### src/rtl/regfile_dbg_port.sv
// Debug access initiator for the register file while the core is halted.
// DUMP streams R0..R(NREGS-1) out over a valid/ready handshake; LOAD accepts a
// stream and writes it into R1..R(NREGS-1). Losing 'halted' kills the operation.
//
// Ports:
//   clk, reset_n         clock, asynchronous active-low reset
//   halted, start, mode  command interface (mode sampled with start: 0=DUMP, 1=LOAD)
//   busy, done, abort    status (busy = state != IDLE, done/abort one-cycle pulses)
//   dbg_ra / dbg_rd      regfile read port (dbg_rd combinational from dbg_ra)
//   dbg_regwrite/wa/wd   regfile write port (registered)
//   out_data/valid/ready dump stream
//   in_data/valid/ready  load stream (in_ready combinational)
module regfile_dbg_port #(
   parameter int unsigned WIDTH   = 8,
   parameter int unsigned REGBITS = 3
) (
   input  logic               clk,
   input  logic               reset_n,
   input  logic               halted,
   input  logic               start,
   input  logic               mode,
   output logic               busy,
   output logic               done,
   output logic               abort,
   output logic [REGBITS-1:0] dbg_ra,
   input  logic [WIDTH-1:0]   dbg_rd,
   output logic               dbg_regwrite,
   output logic [REGBITS-1:0] dbg_wa,
   output logic [WIDTH-1:0]   dbg_wd,
   output logic [WIDTH-1:0]   out_data,
   output logic               out_valid,
   input  logic               out_ready,
   input  logic [WIDTH-1:0]   in_data,
   input  logic               in_valid,
   output logic               in_ready
);

   localparam int unsigned NREGS = 1 << REGBITS;
   localparam int unsigned AW    = REGBITS + 1;
   localparam logic [AW-1:0] LAST_ADDR = AW'(NREGS - 1);

   typedef enum logic [1:0] {
      S_IDLE  = 2'd0,
      S_DUMP  = 2'd1,
      S_DRAIN = 2'd2,
      S_LOAD  = 2'd3
   } state_t;

   state_t             state_q, state_d;
   logic [AW-1:0]      addr_q, addr_d;
   logic               rd_vld_q, rd_vld_d;
   logic               busy_d, done_d, abort_d;
   logic [REGBITS-1:0] ra_d, wa_d;
   logic               we_d;
   logic [WIDTH-1:0]   wd_d, odata_d;
   logic               ovalid_d;
   logic [AW-1:0]      addr_inc;

   assign addr_inc = addr_q + AW'(1);

   // Load stream is open only while in LOAD and the core is still halted.
   assign in_ready = (state_q == S_LOAD) && halted;

   // State and registered-output update.
   always_ff @(posedge clk or negedge reset_n) begin
      if (!reset_n) begin
         state_q      <= S_IDLE;
         addr_q       <= '0;
         rd_vld_q     <= 1'b0;
         busy         <= 1'b0;
         done         <= 1'b0;
         abort        <= 1'b0;
         dbg_ra       <= '0;
         dbg_regwrite <= 1'b0;
         dbg_wa       <= '0;
         dbg_wd       <= '0;
         out_data     <= '0;
         out_valid    <= 1'b0;
      end else begin
         state_q      <= state_d;
         addr_q       <= addr_d;
         rd_vld_q     <= rd_vld_d;
         busy         <= busy_d;
         done         <= done_d;
         abort        <= abort_d;
         dbg_ra       <= ra_d;
         dbg_regwrite <= we_d;
         dbg_wa       <= wa_d;
         dbg_wd       <= wd_d;
         out_data     <= odata_d;
         out_valid    <= ovalid_d;
      end
   end

   // Next-state and next-output logic.
   always_comb begin
      state_d  = state_q;
      addr_d   = addr_q;
      rd_vld_d = rd_vld_q;
      done_d   = 1'b0;
      abort_d  = 1'b0;
      ra_d     = dbg_ra;
      we_d     = 1'b0;
      wa_d     = dbg_wa;
      wd_d     = dbg_wd;
      odata_d  = out_data;
      ovalid_d = out_valid;

      if ((state_q != S_IDLE) && !halted) begin
         // Losing halted overrides any handshake in the same cycle.
         state_d  = S_IDLE;
         abort_d  = 1'b1;
         ovalid_d = 1'b0;
         rd_vld_d = 1'b0;
      end else begin
         case (state_q)
            S_IDLE: begin
               if (start && halted) begin
                  rd_vld_d = 1'b0;
                  if (!mode) begin
                     state_d = S_DUMP;
                     addr_d  = '0;
                  end else begin
                     state_d = S_LOAD;
                     addr_d  = AW'(1);
                  end
               end
            end
            S_DUMP: begin
               if (!rd_vld_q) begin
                  // First cycle: present the address so dbg_rd is valid next cycle.
                  ra_d     = addr_q[REGBITS-1:0];
                  rd_vld_d = 1'b1;
               end else if (!out_valid || out_ready) begin
                  odata_d  = dbg_rd;
                  ovalid_d = 1'b1;
                  addr_d   = addr_inc;
                  if (addr_q == LAST_ADDR) begin
                     state_d  = S_DRAIN;
                     rd_vld_d = 1'b0;
                  end else begin
                     ra_d = addr_inc[REGBITS-1:0];
                  end
               end
            end
            S_DRAIN: begin
               if (out_ready) begin
                  ovalid_d = 1'b0;
                  done_d   = 1'b1;
                  state_d  = S_IDLE;
               end
            end
            S_LOAD: begin
               if (in_valid) begin
                  we_d   = 1'b1;
                  wa_d   = addr_q[REGBITS-1:0];
                  wd_d   = in_data;
                  addr_d = addr_inc;
                  if (addr_q == LAST_ADDR) begin
                     state_d = S_IDLE;
                     done_d  = 1'b1;
                  end
               end
            end
            default: state_d = S_IDLE;
         endcase
      end

      busy_d = (state_d != S_IDLE);
   end

endmodule

### config.mk
export PLATFORM = sky130hd
export DESIGN_NAME = regfile_dbg_port
export DESIGN_NICKNAME = d
export VERILOG_FILES = /design/src/rtl/regfile_dbg_port.sv
export SDC_FILE = /design/constraint.sdc
export NUM_CORES = 1
export LEC_CHECK = 0
export CORE_MARGIN = 2
export CORE_UTILIZATION = 35
export DETAILED_ROUTE_END_ITERATION = 10
export PLACE_DENSITY_LB_ADDON = 0.15
export SYNTH_ARGS = -nofsm -noshare
export SYNTH_HDL_FRONTEND = slang
export SYNTH_SLANG_ARGS = --single-unit
### constraint.sdc
create_clock -name clk -period 2.1 [get_ports clk]
set_input_delay 0.315 -clock clk [delete_from_list [all_inputs] [get_ports clk]]
set_output_delay 0.315 -clock clk [all_outputs]
set_load 0.01 [all_outputs]
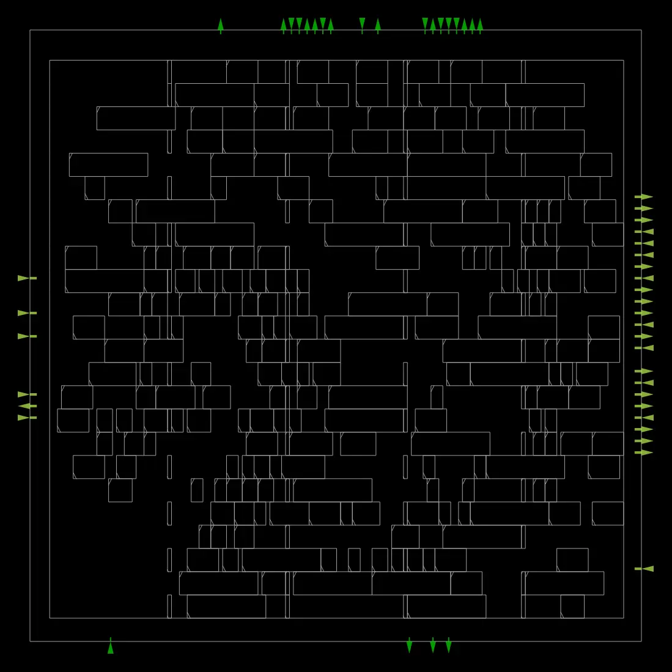
(placement view)
Cell Rows: 24
# fillers: 410
number of well-tap cells placed: 52
Core Box Area: 4380 sq um
final cell count without fillers: 277

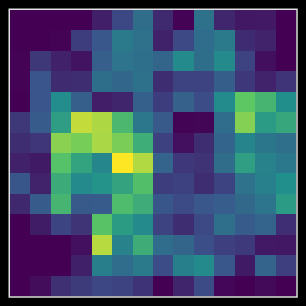
(routed metal per tile)
Drawn at 4 px/um. The die is cut into 14 by 14 equal tiles; dark purple is low, yellow is high, scaled to the fullest tile. Values are wire area over tile area, all layers added.
- mean over tiles: 0.12
- tiles over half the peak: 16%
- fullest tile: 0.41

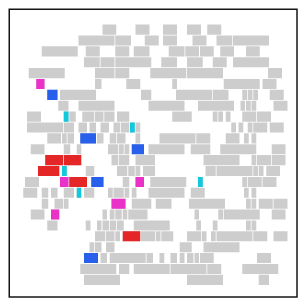
(logic cells by family)
Drawn at 4 px/um.
- cyan: inverters (cells 5; most used inv_1)
- red: adder and majority cells (cells 5; most used ha_1; where middle left)
- magenta: AND and OR gates (cells 5; most used or2_2)
- blue: AND-OR and OR-AND gates (cells 5; most used a211o_1; where middle left)

==> GITHUB_STEP_SUMMARY <==
### Flow metrics

| Metric | Value |
|---|---|
| Sequential fraction of the synthesis area | 0.533 |
| Startpoint of the worst register-to-register path | state_q[0] |
| Number of port buffers | ~50 |
| Routed via count | 1367 |
| Post-CTS setup repair buffer count | 0 |
| Data arrival time of the critical path | 1.71 ns |
| Critical Path Start Type | flop |
| Final GP Congestion | 0.871 |
| CTS tree | built |
| Maximum vdd ir drop | 0.437 mV |
| Unique masters post-synth | 36 |
| Clock Sinks | 34 |
| Relative slew slack | 0.718 |
| Class of the tightest hold or removal check | in -> async |
| Final clock skew | around 0.0035 ns |
| Detailed-placement wirelength estimate | 2.89 mm |
| Final Max-Slew Violation Tally | 0 |
| Vias per inst | 4.94 |
| Cts bufs inserted | 5 |
| Floorplan Utilization | 0.364 |
| Result of the run | complete, no violations |
| Clock transition at the registers of the reported paths | 0.07 ns |
| Worst skew pair latency | 0.27 ns |
| Final Hold Violation Tally | 0 |
| LEAKAGE | ~0.0011 uW |
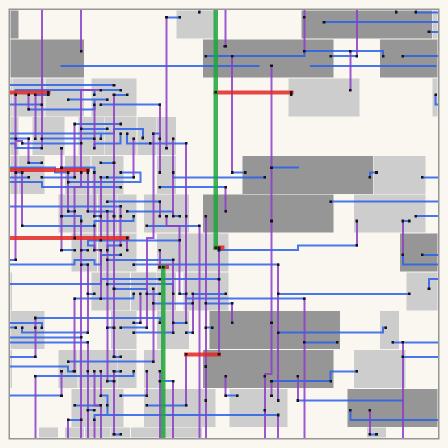
(layout detail)
Region (21, 21) to (51, 51) um. Cells in gray, sequential cells in the stronger gray; small squares are vias.
- green: met4
- red: met3
- blue: met1
- purple: met2
- sequential cells in the window: 8
- netlist names of flops here include: `dbg_wa` (2), `out_data` (2)
- cells with their middle in the window: 48
- most frequent: dfrtp_1 (8), nor2_1 (5), buf_4 (5)

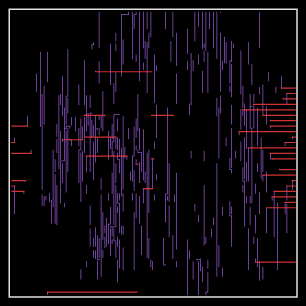
(signal wires by layer)
Drawn at 4 px/um. Two of the layers only.
- red: met3 (wire length 228 um)
- purple: met2 (wire length 1760 um)

## through the flow
step           area, sq um  power [uW]
2_1_floorplan         1600        1740
3_3_place_gp          2210        2390
3_5_place_dp          2210        2420
4_1_cts               2300        2920
5_1_grt               2300        3110
6_report              2300        2870
## synthesized netlist by cell type, types with 2 or more instances
library cell / n / area share
sky130_fd_sc_hd__o22ai_1: 2 / 0.0078
sky130_fd_sc_hd__buf_2: 2 / 0.0063
sky130_fd_sc_hd__clkbuf_1: 2 / 0.0047
sky130_fd_sc_hd__buf_4: 2 / 0.0094
sky130_fd_sc_hd__dfrtp_1: 34 / 0.53
sky130_fd_sc_hd__ha_1: 5 / 0.039
sky130_fd_sc_hd__a31oi_1: 3 / 0.012
sky130_fd_sc_hd__mux2_2: 9 / 0.063
sky130_fd_sc_hd__a211o_1: 2 / 0.011
sky130_fd_sc_hd__or2_2: 2 / 0.0078
sky130_fd_sc_hd__nand2_1: 43 / 0.10
sky130_fd_sc_hd__o21ai_0: 14 / 0.044
sky130_fd_sc_hd__inv_1: 5 / 0.012
sky130_fd_sc_hd__nor2_1: 9 / 0.021
sky130_fd_sc_hd__nor2b_1: 2 / 0.0078
sky130_fd_sc_hd__a21oi_1: 6 / 0.019
## power by group
group	leakage [uW]	switching [uW]	internal (uW)
clock network	0.0000482	213	264
registers	0.000444	157	894
logic	0.000570	605	738
## final timing paths
path                       cells after the start  slack [ns]         to
min                                            2        0.45  dbg_wd[1]
max                                            4        0.08   in_ready
max in group asynchronous                      2        1.34  dbg_wd[5]
max reg2reg                                    6        0.11  addr_q[2]
min reg2reg                                    2        0.48  dbg_wd[3]
min in group clk                               2        0.48  dbg_wd[3]
## area by class of cell
class	instances	area [sq um]	share of cell area
inverter	5	18.8	0.00815
clock buffer	7	86.3	0.0375
sequential	34	851	0.370
multi-input combinational	116	686	0.298
clock inverter	1	5.00	0.00217
timing repair buffer	62	591	0.257
tap	52	65.1	0.0283
## state kept, by name, summed over array words and instances (netlist names)
name,cells
abort,1
addr_q,4
busy,1
dbg_ra,3
dbg_regwrite,1
dbg_wa,3
dbg_wd,8
done,1
out_data,8
out_valid,1
rd_vld_q,1
state_q,2
## metal layers
metal,GRT usage,vias up,share of wire
met5,0,-,0
met4,0.0629,0,0.014
met3,0.0394,5,0.061
met2,0.260,45,0.47
met1,0.195,642,0.45
li1,-,675,-
## what timing repair did
| item | 4_1_cts | 5_1_grt |
|---|---|---|
| pin swaps | 0 | 0 |
| setup endpoints to repair | 1 | 1 |
| resized | 1 | 0 |
| hold endpoints to repair | 0 | 0 |
| hold buffers | 0 | 0 |
## worst max-delay path, cell delays in order (launching register included)
cell,delay [ns]
sky130_fd_sc_hd__dfrtp_1,0.35
sky130_fd_sc_hd__buf_4,0.14
sky130_fd_sc_hd__ha_2,0.26
sky130_fd_sc_hd__and2_1,0.15
sky130_fd_sc_hd__clkdlybuf4s50_1,0.53
## cells by family after synthesis
family / count (synthesis) / share of synthesized area
buffers and inverters: 12 / 0.0392
AND-OR/OR-AND: 34 / 0.132
XOR/XNOR: 2 / 0.0110
AND/OR/NAND/NOR: 65 / 0.176
flip-flops: 34 / 0.533
multiplexers: 10 / 0.0698
adder cells (fa/ha/maj): 5 / 0.0392
Power and IR drop assume default switching activity.
